## src/rtl/pipe_stage_skid.sv

```systemverilog
// Generic valid/ready pipeline stage with a 2-entry skid buffer.
// Optional perf counters: define PIPE_STAGE_PERF_EN.
module pipe_stage_skid #(
  parameter int DATA_W = 32,
  parameter int CTRL_W = 4,
  parameter int CNT_W  = 16
) (
  input  logic              clk,
  input  logic              rst,
  input  logic              flush,
  input  logic              in_valid,
  output logic              in_ready,
  input  logic [DATA_W-1:0] in_data,
  input  logic [CTRL_W-1:0] in_ctrl,
  output logic              out_valid,
  input  logic              out_ready,
  output logic [DATA_W-1:0] out_data,
  output logic [CTRL_W-1:0] out_ctrl,
  output logic [1:0]        occupancy
`ifdef PIPE_STAGE_PERF_EN
  ,
  output logic [CNT_W-1:0]  stall_cnt,
  output logic [CNT_W-1:0]  flush_cnt
`endif
);

  logic              main_valid_q, main_valid_d;
  logic              skid_valid_q, skid_valid_d;
  logic [DATA_W-1:0] main_data_q, main_data_d;
  logic [DATA_W-1:0] skid_data_q, skid_data_d;
  logic [CTRL_W-1:0] main_ctrl_q, main_ctrl_d;
  logic [CTRL_W-1:0] skid_ctrl_q, skid_ctrl_d;
  logic              accept;
  logic              drain;

  // in_ready depends only on state and flush, never on out_ready
  assign in_ready = ~skid_valid_q & ~flush;
  assign accept   = in_valid & in_ready;
  assign drain    = main_valid_q & out_ready;

  always_comb begin
    main_valid_d = main_valid_q;
    skid_valid_d = skid_valid_q;
    main_data_d  = main_data_q;
    main_ctrl_d  = main_ctrl_q;
    skid_data_d  = skid_data_q;
    skid_ctrl_d  = skid_ctrl_q;
    if (flush) begin
      main_valid_d = 1'b0;
      skid_valid_d = 1'b0;
    end else if (!main_valid_q) begin
      if (accept) begin
        main_valid_d = 1'b1;
        main_data_d  = in_data;
        main_ctrl_d  = in_ctrl;
      end
    end else if (drain) begin
      if (skid_valid_q) begin
        main_data_d  = skid_data_q;
        main_ctrl_d  = skid_ctrl_q;
        skid_valid_d = 1'b0;
      end else if (accept) begin
        main_data_d  = in_data;
        main_ctrl_d  = in_ctrl;
      end else begin
        main_valid_d = 1'b0;
      end
    end else if (accept) begin
      skid_valid_d = 1'b1;
      skid_data_d  = in_data;
      skid_ctrl_d  = in_ctrl;
    end
  end

  always_ff @(posedge clk or posedge rst) begin
    if (rst) begin
      main_valid_q <= 1'b0;
      skid_valid_q <= 1'b0;
      main_data_q  <= '0;
      main_ctrl_q  <= '0;
      skid_data_q  <= '0;
      skid_ctrl_q  <= '0;
    end else begin
      main_valid_q <= main_valid_d;
      skid_valid_q <= skid_valid_d;
      main_data_q  <= main_data_d;
      main_ctrl_q  <= main_ctrl_d;
      skid_data_q  <= skid_data_d;
      skid_ctrl_q  <= skid_ctrl_d;
    end
  end

  assign out_valid = main_valid_q;
  assign out_data  = main_data_q;
  assign out_ctrl  = main_valid_q ? main_ctrl_q : '0;
  assign occupancy = {1'b0, main_valid_q} + {1'b0, skid_valid_q};

`ifdef PIPE_STAGE_PERF_EN
  localparam logic [CNT_W-1:0] CNT_ONE = {{(CNT_W-1){1'b0}}, 1'b1};

  logic [CNT_W-1:0] stall_cnt_q, stall_cnt_d;
  logic [CNT_W-1:0] flush_cnt_q, flush_cnt_d;

  always_comb begin
    stall_cnt_d = stall_cnt_q;
    flush_cnt_d = flush_cnt_q;
    if (main_valid_q && !out_ready && !(&stall_cnt_q))
      stall_cnt_d = stall_cnt_q + CNT_ONE;
    if (flush && !(&flush_cnt_q))
      flush_cnt_d = flush_cnt_q + CNT_ONE;
  end

  always_ff @(posedge clk or posedge rst) begin
    if (rst) begin
      stall_cnt_q <= '0;
      flush_cnt_q <= '0;
    end else begin
      stall_cnt_q <= stall_cnt_d;
      flush_cnt_q <= flush_cnt_d;
    end
  end

  assign stall_cnt = stall_cnt_q;
  assign flush_cnt = flush_cnt_q;
`else
  localparam int unused_cnt_w = CNT_W;
`endif

endmodule

```

## config.mk

```make
export PLATFORM = sky130hd
export DESIGN_NAME = pipe_stage_skid
export DESIGN_NICKNAME = d
export VERILOG_FILES = /design/src/rtl/pipe_stage_skid.sv
export SDC_FILE = /design/constraint.sdc
export NUM_CORES = 1
export LEC_CHECK = 0
export CAP_MARGIN = 10
export CORE_MARGIN = 4
export CORE_UTILIZATION = 39
export DETAILED_ROUTE_END_ITERATION = 7
export PLACE_DENSITY = 0.66
export SLEW_MARGIN = 10
export SYNTH_ARGS = -nofsm -noshare
export SYNTH_HDL_FRONTEND = slang
export SYNTH_SLANG_ARGS = --single-unit
```

## constraint.sdc

```tcl
create_clock -name clk -period 2.7 [get_ports clk]
set_clock_uncertainty 0.15 [all_clocks]
set_input_delay 0.405 -clock clk [delete_from_list [all_inputs] [get_ports clk]]
set_output_delay 0.405 -clock clk [all_outputs]
set_load 0.005 [all_outputs]
```

==> run_1/pdn.png <==
Scale: 4 px per um. Pins as bars on the die edge. Tap cells in grey.
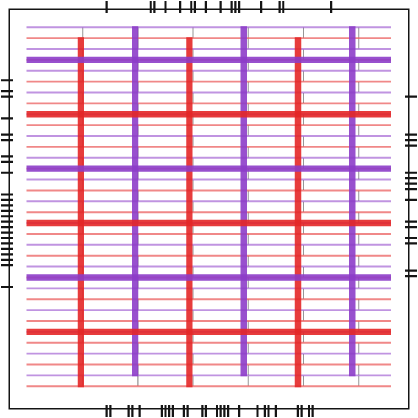
purple -> VDD
red -> VSS
rows = 33
met1 rails = 34
signal pins = 81
met5 straps = 6

==> run_1/cell_classes.png <==
Scale: 4 px per um. Fill, decap, tap and diode cells in grey.
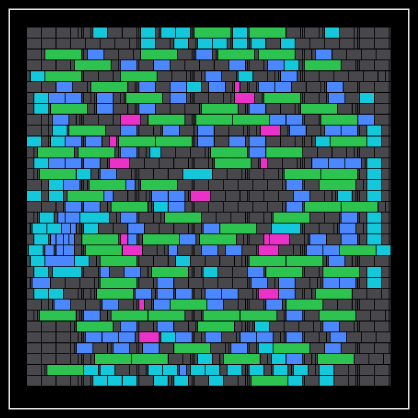
magenta -> clock drivers and dummy loads  # cells 16
cyan -> other buffers and delay cells  # cells 85
green -> flip-flops  # cells 74
blue -> all other logic  # cells 127
core area: 8180 um2
Design Area, Final: 4380 um2

==> run_1/clock_map.png <==
Scale: 4 px per um.
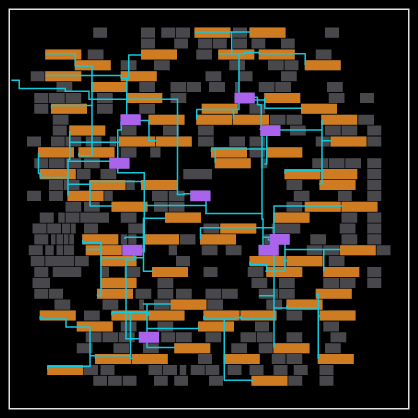
purple -> cells driving clock nets  # count 9
cyan -> clock wires  # length 945 um
orange -> flip-flops  # count 74
routed clock nets = 10
flops lie = spread over the die
Clk. pwr: 0.741 mW
Clock Latency Late Sink: 0.33 ns
Clk pwr share: 0.247

==> impl_metrics.csv, run 1 <==
group,metric,value,unit
timing,setup_viol,0,
cts,cts_num_sinks,74,
timing,fmax,447,MHz
cts,postCtsHoldBufs,0,
placed_design,io_buffers,80,
timing,report.final.slew_viol_count,0,
layout,fin_nets,339,
logic_synthesis,top_cells_by_count,"106 x mux2_2, 74 x dfrtp_1, 6 x buf_2, 4 x and2_1, 3 x buf_6",
drt,first_pass_iters,4,
cts,cts-htree-levels,3,
die,fp_util,0.399,
drt,routed-wl-met3,330,um
drt,drt_iter0_drc,31,
outcome,status,"completed",
logic_synthesis,numSynthFlops,74,
drt,routed-wl-met2,2.99,mm
timing,fin_crit,2.24,ns
cts,clock_path_buffers,2,
logic_synthesis,fp_nets,254,
critical_path,startpoint,"out_valid$_DFF_PP0_",
timing,tightest_slew,0.546,ns
logic_synthesis,synth.area.top_cells,"dfrtp_1 57%, mux2_2 37%, buf_6 1.0%",
drt,ant_nets,0,
global_route,grt_pass1_vias,2159,
global_route,antenna_found_initial,0,
critical_path,rr_worst_depth,4,
layout,diodes,0,
logic_synthesis,yosys_warnings,0,
cts,tritoncts,"done",
logic_synthesis,syn-cell-area,3270,um2
logic_synthesis,ys.flop_type,"dfrtp_1",
global_route,grt_start_max_net_pins,37,
timing,final.period_utilization,0.829,
timing,relSlewSlack,0.635,
global_route,gr-total-overflow,0,
critical_path,reg2reg_to,"main_ctrl_q[1]$_DFFE_PP0P_",
logic_synthesis,synth-edff-count,0,
timing,rsz0062_at_grt,"no",
timing,hold_violations,0,
placed_design,post_dp_cell_area,4220,um2
flow_run,warnings,26,
placed_design,dp_slack,0.460,ns
cts,cts_resized,0,
layout,fillers,703,
global_route,grt_pass1_wl,10.7,mm
cts,clk_pin_slew,0.08,ns
drt,routed_wirelength,6.34,mm
critical_path,arrival,1.68,ns
die,num_io_pins,81,
die,fp.dieW,99.5,um
drt,drc,0,
logic_synthesis,yosysTopAreaCellShare,0.567,
drt,vias_per_cell,4.86,
cts,root_buffer,"clkbuf_8",
die,fp-row-count,33,
logic_synthesis,yosysUniqueCellTypes,19,
placed_design,routabilityCongestion,0.705,
critical_path,timing.rr.start,"out_valid$_DFF_PP0_",
power_and_ir_drop,leakage,1.82,nW
logic_synthesis,syn_area_per_cell,15.4,um2
logic_synthesis,ys_seq_frac,0.567,
placed_design,hpwl,4.24,mm
logic_synthesis,synthArstFlopShare,1.00,
critical_path,worstPathRequired,2.14,ns
min_path,hp-class,"in -> async",
global_route,gr-usage-all-layers,0.139,
drt,post_drt_wl_per_cell,15.6,um
power_and_ir_drop,ir_worst_vdd,0.282,mV
cts,cts_setup_buffers,0,
layout,syn_to_final_growth,34.1,%
drt,top_layer,"met4",
layout,drive_gt1_frac,0.424,
flow_run,max_cap_viol_count,0,
logic_synthesis,ys_cells,212,
drt,met1_length,2.93,mm
die,die_area,9900,um2
critical_path,end_kind,"output port",
run 1: power breakdown:
group	total [mW]	internal (mW)	switching (mW)	leakage, nW
clock	0.741	0.356	0.385	0.0872
combinational	0.729	0.522	0.207	0.840
sequential	1.53	1.39	0.139	0.893
run 1: stage by stage:
step	util	std cells	power, mW
floorplan	-	212	1.88
global placement	0.516	391	2.27
detailed placement	0.516	391	2.30
CTS	0.536	407	3.05
global route	0.536	407	3.19
finish	0.536	407	3.00
run 1: cells in the final DEF, fill, tap and decap left out:
cell type / n
mux2_2: 106
nand2b_1: 1
a211oi_1: 1
buf_12: 4
a21oi_1: 2
nand2_2: 1
mux2_1: 2
inv_1: 1
and2_1: 4
clkinv_2: 4
ha_1: 1
clkbuf_1: 3
nor2_1: 2
nand2_1: 1
o21ai_0: 1
buf_4: 1
clkbuf_8: 10
a211oi_4: 1
dfrtp_1: 74
or2_1: 1
and4_2: 1
clkdlybuf4s50_1: 80
run 1: registers in the layout, summed over array words and instances, names as in the netlist:
| name | cells |
|---|---|
| out_data | 32 |
| skid_data_q | 32 |
| main_ctrl_q | 4 |
| skid_ctrl_q | 4 |
| out_valid | 1 |
| skid_valid_q | 1 |
run 1: per-layer routing:
| metal | track usage | vias up |
|---|---|---|
| li1 | - | 928 |
| met1 | 0.186 | 991 |
| met2 | 0.213 | 49 |
| met3 | 0.0393 | 9 |
| met4 | 0.0567 | 0 |
| met5 | 0 | - |
run 1: how the worst min path moves through the flow:
| stage | slack, ns | start | depth (start not counted) | to |
|---|---|---|---|---|
| 4_1_cts | 0.27 | rst | 2 | out_data[25]$_DFFE_PP0P_ |
| 3_3_place_gp | 0.32 | out_data[17]$_DFFE_PP0P_ | 1 | out_data[17]$_DFFE_PP0P_ |
| 3_5_place_dp | 0.33 | out_data[17]$_DFFE_PP0P_ | 1 | out_data[17]$_DFFE_PP0P_ |
| 2_1_floorplan | 0.32 | flush | 1 | out_valid$_DFF_PP0_ |
| 5_1_grt | 0.31 | rst | 2 | out_data[25]$_DFFE_PP0P_ |
| 6_report | 0.26 | rst | 2 | out_data[26]$_DFFE_PP0P_ |
run 1: layout make-up:
cell class	instances	area, um2	area share
Timing Repair Buffer	85	888	0.203
Clock buffer	13	149	0.0340
Clock inverter	3	15.0	0.00343
Sequential cell	74	1850	0.423
Tap cell	105	131	0.0300
Multi-Input combinational cell	125	1340	0.305
Inverter	2	8.76	0.00200
run 1: logic make-up (layout without fill, tap and decap cells):
family / count (synthesis) / in the layout / synth area share
multiplexers: 108 / 108 / 0.372
flip-flops: 74 / 74 / 0.567
buffers and inverters: 13 / 103 / 0.0241
AND/OR/NAND/NOR: 11 / 11 / 0.0195
AND-OR/OR-AND: 5 / 5 / 0.0130
adder cells (fa/ha/maj): 1 / 1 / 0.00383
run 1: critical path: stages, from the launching register on:
cell and delay, ns:
dfrtp_1 0.51, ha_1 0.34, clkdlybuf4s50_1 0.50
## Run 2: what changed since run 1
==> constraint.sdc (replaced) <==
create_clock -name clk -period 2.27 [get_ports clk]
set_clock_uncertainty 0.15 [all_clocks]
set_input_delay 0.3405 -clock clk [delete_from_list [all_inputs] [get_ports clk]]
set_output_delay 0.3405 -clock clk [all_outputs]
set_load 0.005 [all_outputs]
==> impl_metrics.csv, run 2 <==
group,metric,value,unit
outcome,status,"completed",
die,fp_util,0.399,
timing,hold_slack,0.317,ns
drt,vias,2002,
layout,utilization,0.540,
logic_synthesis,syn_area_per_cell,15.4,um2
power_and_ir_drop,power_density,827,nW/um2
logic_synthesis,ys.flop_type,"dfrtp_1",
timing,rsz0062_at_grt,"no",
cts,cts_num_sinks,74,
drt,routed_wirelength,6.30,mm
logic_synthesis,synth_dominant_cell_count,"mux2_2",
logic_synthesis,yosys_warnings,0,
layout,fin_nets,344,
global_route,antenna_found_initial,0,
cts,tritoncts,"done",
placed_design,hpwl,4.35,mm
layout,final_area,4410,um2
layout,diodes,0,
critical_path,path_max_fanout,10,
logic_synthesis,top_cells_by_count,"106 x mux2_2, 74 x dfrtp_1, 6 x buf_2, 4 x and2_1, 3 x buf_6",
drt,first_pass_iters,4,
critical_path,crit_type,"reg -> out",
power_and_ir_drop,internal_power,2.79,mW
timing,fin_crit,2.04,ns
critical_path,worstPathRequired,1.78,ns
drt,ant_nets,0,
drt,drt_iter0_drc,33,
critical_path,end_kind,"output port",
logic_synthesis,yosysChipArea,3270,um2
logic_synthesis,yosysTopAreaCellShare,0.567,
flow_run,warnings,26,
timing,hold_violations,0,
power_and_ir_drop,net-switching-power,0.866,mW
critical_path,arrival,1.55,ns
logic_synthesis,yosysUniqueCellTypes,19,
layout,drive_gt1_frac,0.430,
cts,cts-htree-levels,3,
layout,instances_no_fill,412,
drt,drc,0,
power_and_ir_drop,combPwrFrac,0.239,
timing,fmax,491,MHz
die,fp-row-count,33,
global_route,grt_pass1_wl,10.7,mm
min_path,hp-class,"in -> async",
logic_synthesis,synthArstFlopShare,1.00,
placed_design,dp_cells,396,
die,num_io_pins,81,
timing,relSlewSlack,0.728,
layout,syn_to_final_growth,35.1,%
timing,finalSetupTns,0,ns
global_route,grt_pass1_vias,2139,
power_and_ir_drop,leakage,1.85,nW
layout,layout_top_cell,"mux2_2",
power_and_ir_drop,ir_worst_vdd,0.514,mV
timing,final.period_utilization,0.898,
logic_synthesis,synth-edff-count,0,
timing,report.final.slew_viol_count,0,
logic_synthesis,synth.area.top_cells,"dfrtp_1 57%, mux2_2 37%, buf_6 1.0%",
drt,post_drt_wl_per_cell,15.3,um
cts,postCtsHoldBufs,0,
flow_run,max_cap_viol_count,0,
placed_design,io_buffers,80,
placed_design,post_dp_cell_area,4230,um2
global_route,grt_start_max_net_pins,75,
logic_synthesis,synthCells,212,
timing,tightest_slew,0.408,ns
logic_synthesis,syn-cell-area,3270,um2
drt,met1_length,2.92,mm
cts,cts-buffers-inserted,9,
logic_synthesis,numSynthFlops,74,
global_route,gr-total-overflow,0,
logic_synthesis,fp_nets,254,
placed_design,routabilityCongestion,0.747,
cts,clk_pin_slew,0.07,ns
cts,clock_path_buffers,2,
die,coreArea,8180,um2
timing,setup_viol,0,
layout,most-common-layout-cells,"106 x mux2_2, 79 x clkdlybuf4s50_1, 74 x dfrtp_1",
die,die_area,9900,um2
power_and_ir_drop,clockPowerShare,0.263,
drt,routed-wl-met2,2.93,mm
drt,top_layer,"met4",
drt,vias_per_cell,4.86,
power_and_ir_drop,swShare,0.237,
logic_synthesis,ys_cells,212,
cts,clk_latency,0.32,ns
drt,routed-wl-met3,385,um
power_and_ir_drop,p_seq_frac,0.499,
cts,root_buffer,"clkbuf_8",
logic_synthesis,ys_seq_frac,0.567,
critical_path,start_kind,"flop",
## run 2: cell counts after synthesis
No cell type changed its count.
## run 2: stage by stage
stage | worst slack [ns] | power [mW]
2_1_floorplan | 0.328 | 2.24
3_3_place_gp | 0.131 | 2.71
3_5_place_dp | 0.106 | 2.74
4_1_cts | 0.0529 | 3.72
5_1_grt | 0.117 | 3.88
6_report | 0.231 | 3.65
## run 2: logic make-up after synthesis
kind of cell | synth area share
buffers and inverters | 0.0241
flip-flops | 0.567
multiplexers | 0.372
AND-OR/OR-AND | 0.0130
adder cells (fa/ha/maj) | 0.00383
AND/OR/NAND/NOR | 0.0195
## run 2: what timing repair did
| item | in CTS | in global routing |
|---|---|---|
| gates resized | 0 | 1 |
| setup buffers | 0 | 0 |
| setup endpoints to repair | 0 | 1 |
## run 2: power by group through the flow
stage / Sequential (mW) / Clock [mW] / Combinational (mW)
floorplan: 1.82 / 0 / 0.422
global placement: 1.83 / 0 / 0.873
detailed placement: 1.85 / 0 / 0.888
CTS: 1.83 / 1.00 / 0.892
global route: 1.87 / 1.07 / 0.946
finish: 1.82 / 0.960 / 0.871
## run 2: area by class of cell
class                   instances  area (um2)
fillers                       713        3760
flip-flops and latches         74        1850
multi-input cells             125        1340
repair buffers                 90         903
clock buffers                  13         139
well taps                     105         131
clock inverters                 3        40.0
inverters                       2        11.3
## run 2: routing by layer
| metal | track usage | vias to the layer above |
|---|---|---|
| met2 | 0.207 | 50 |
| met5 | 0 | - |
| met4 | 0.0504 | 0 |
| li1 | - | 930 |
| met3 | 0.0498 | 8 |
| met1 | 0.179 | 1014 |
## run 2: final timing paths
kind / to / slack (ns) / startpoint / depth (start not counted)
setup / recovery: occupancy[1] / 0.23 / out_valid$_DFF_PP0_ / 3
hold / removal: out_data[16]$_DFFE_PP0P_ / 0.32 / rst / 3
setup reg to reg: main_ctrl_q[2]$_DFFE_PP0P_ / 0.30 / skid_valid_q$_DFFE_PP0P_ / 4
hold reg to reg: skid_data_q[12]$_DFFE_PP0P_ / 0.35 / skid_data_q[12]$_DFFE_PP0P_ / 1
max in group asynchronous: skid_data_q[13]$_DFFE_PP0P_ / 1.32 / rst / 3
min in group clk: skid_data_q[12]$_DFFE_PP0P_ / 0.35 / skid_data_q[12]$_DFFE_PP0P_ / 1
## run 2: critical path: stages (launching register included)
cell and delay (ns):
dfrtp_1 0.41, buf_4 0.18, ha_1 0.20, clkdlybuf4s50_1 0.44
==> run_2/pdn.png <==
Scale: 4 px per um. Pins as bars on the die edge. Tap cells in grey.
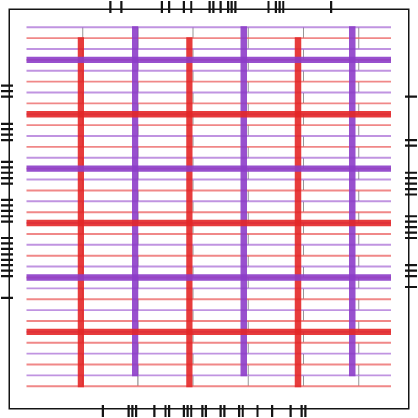
red -> VSS
purple -> VDD
met4 straps = 6
tap cells = 105
met1 rails = 34
rows = 33
signal pins = 81
die width: 99.5 um
die height: 99.5 um

==> run_2/final_congestion.png <==
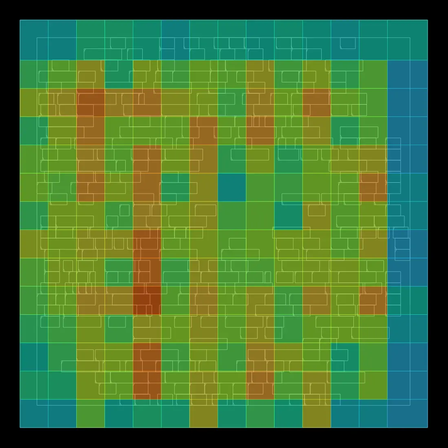
GRT Overall Usage: 0.136
met2 Usage GRT: 0.207
met3 GRT Util: 0.0498

Power figures rest on the tool's default switching activity, not on a simulated workload.
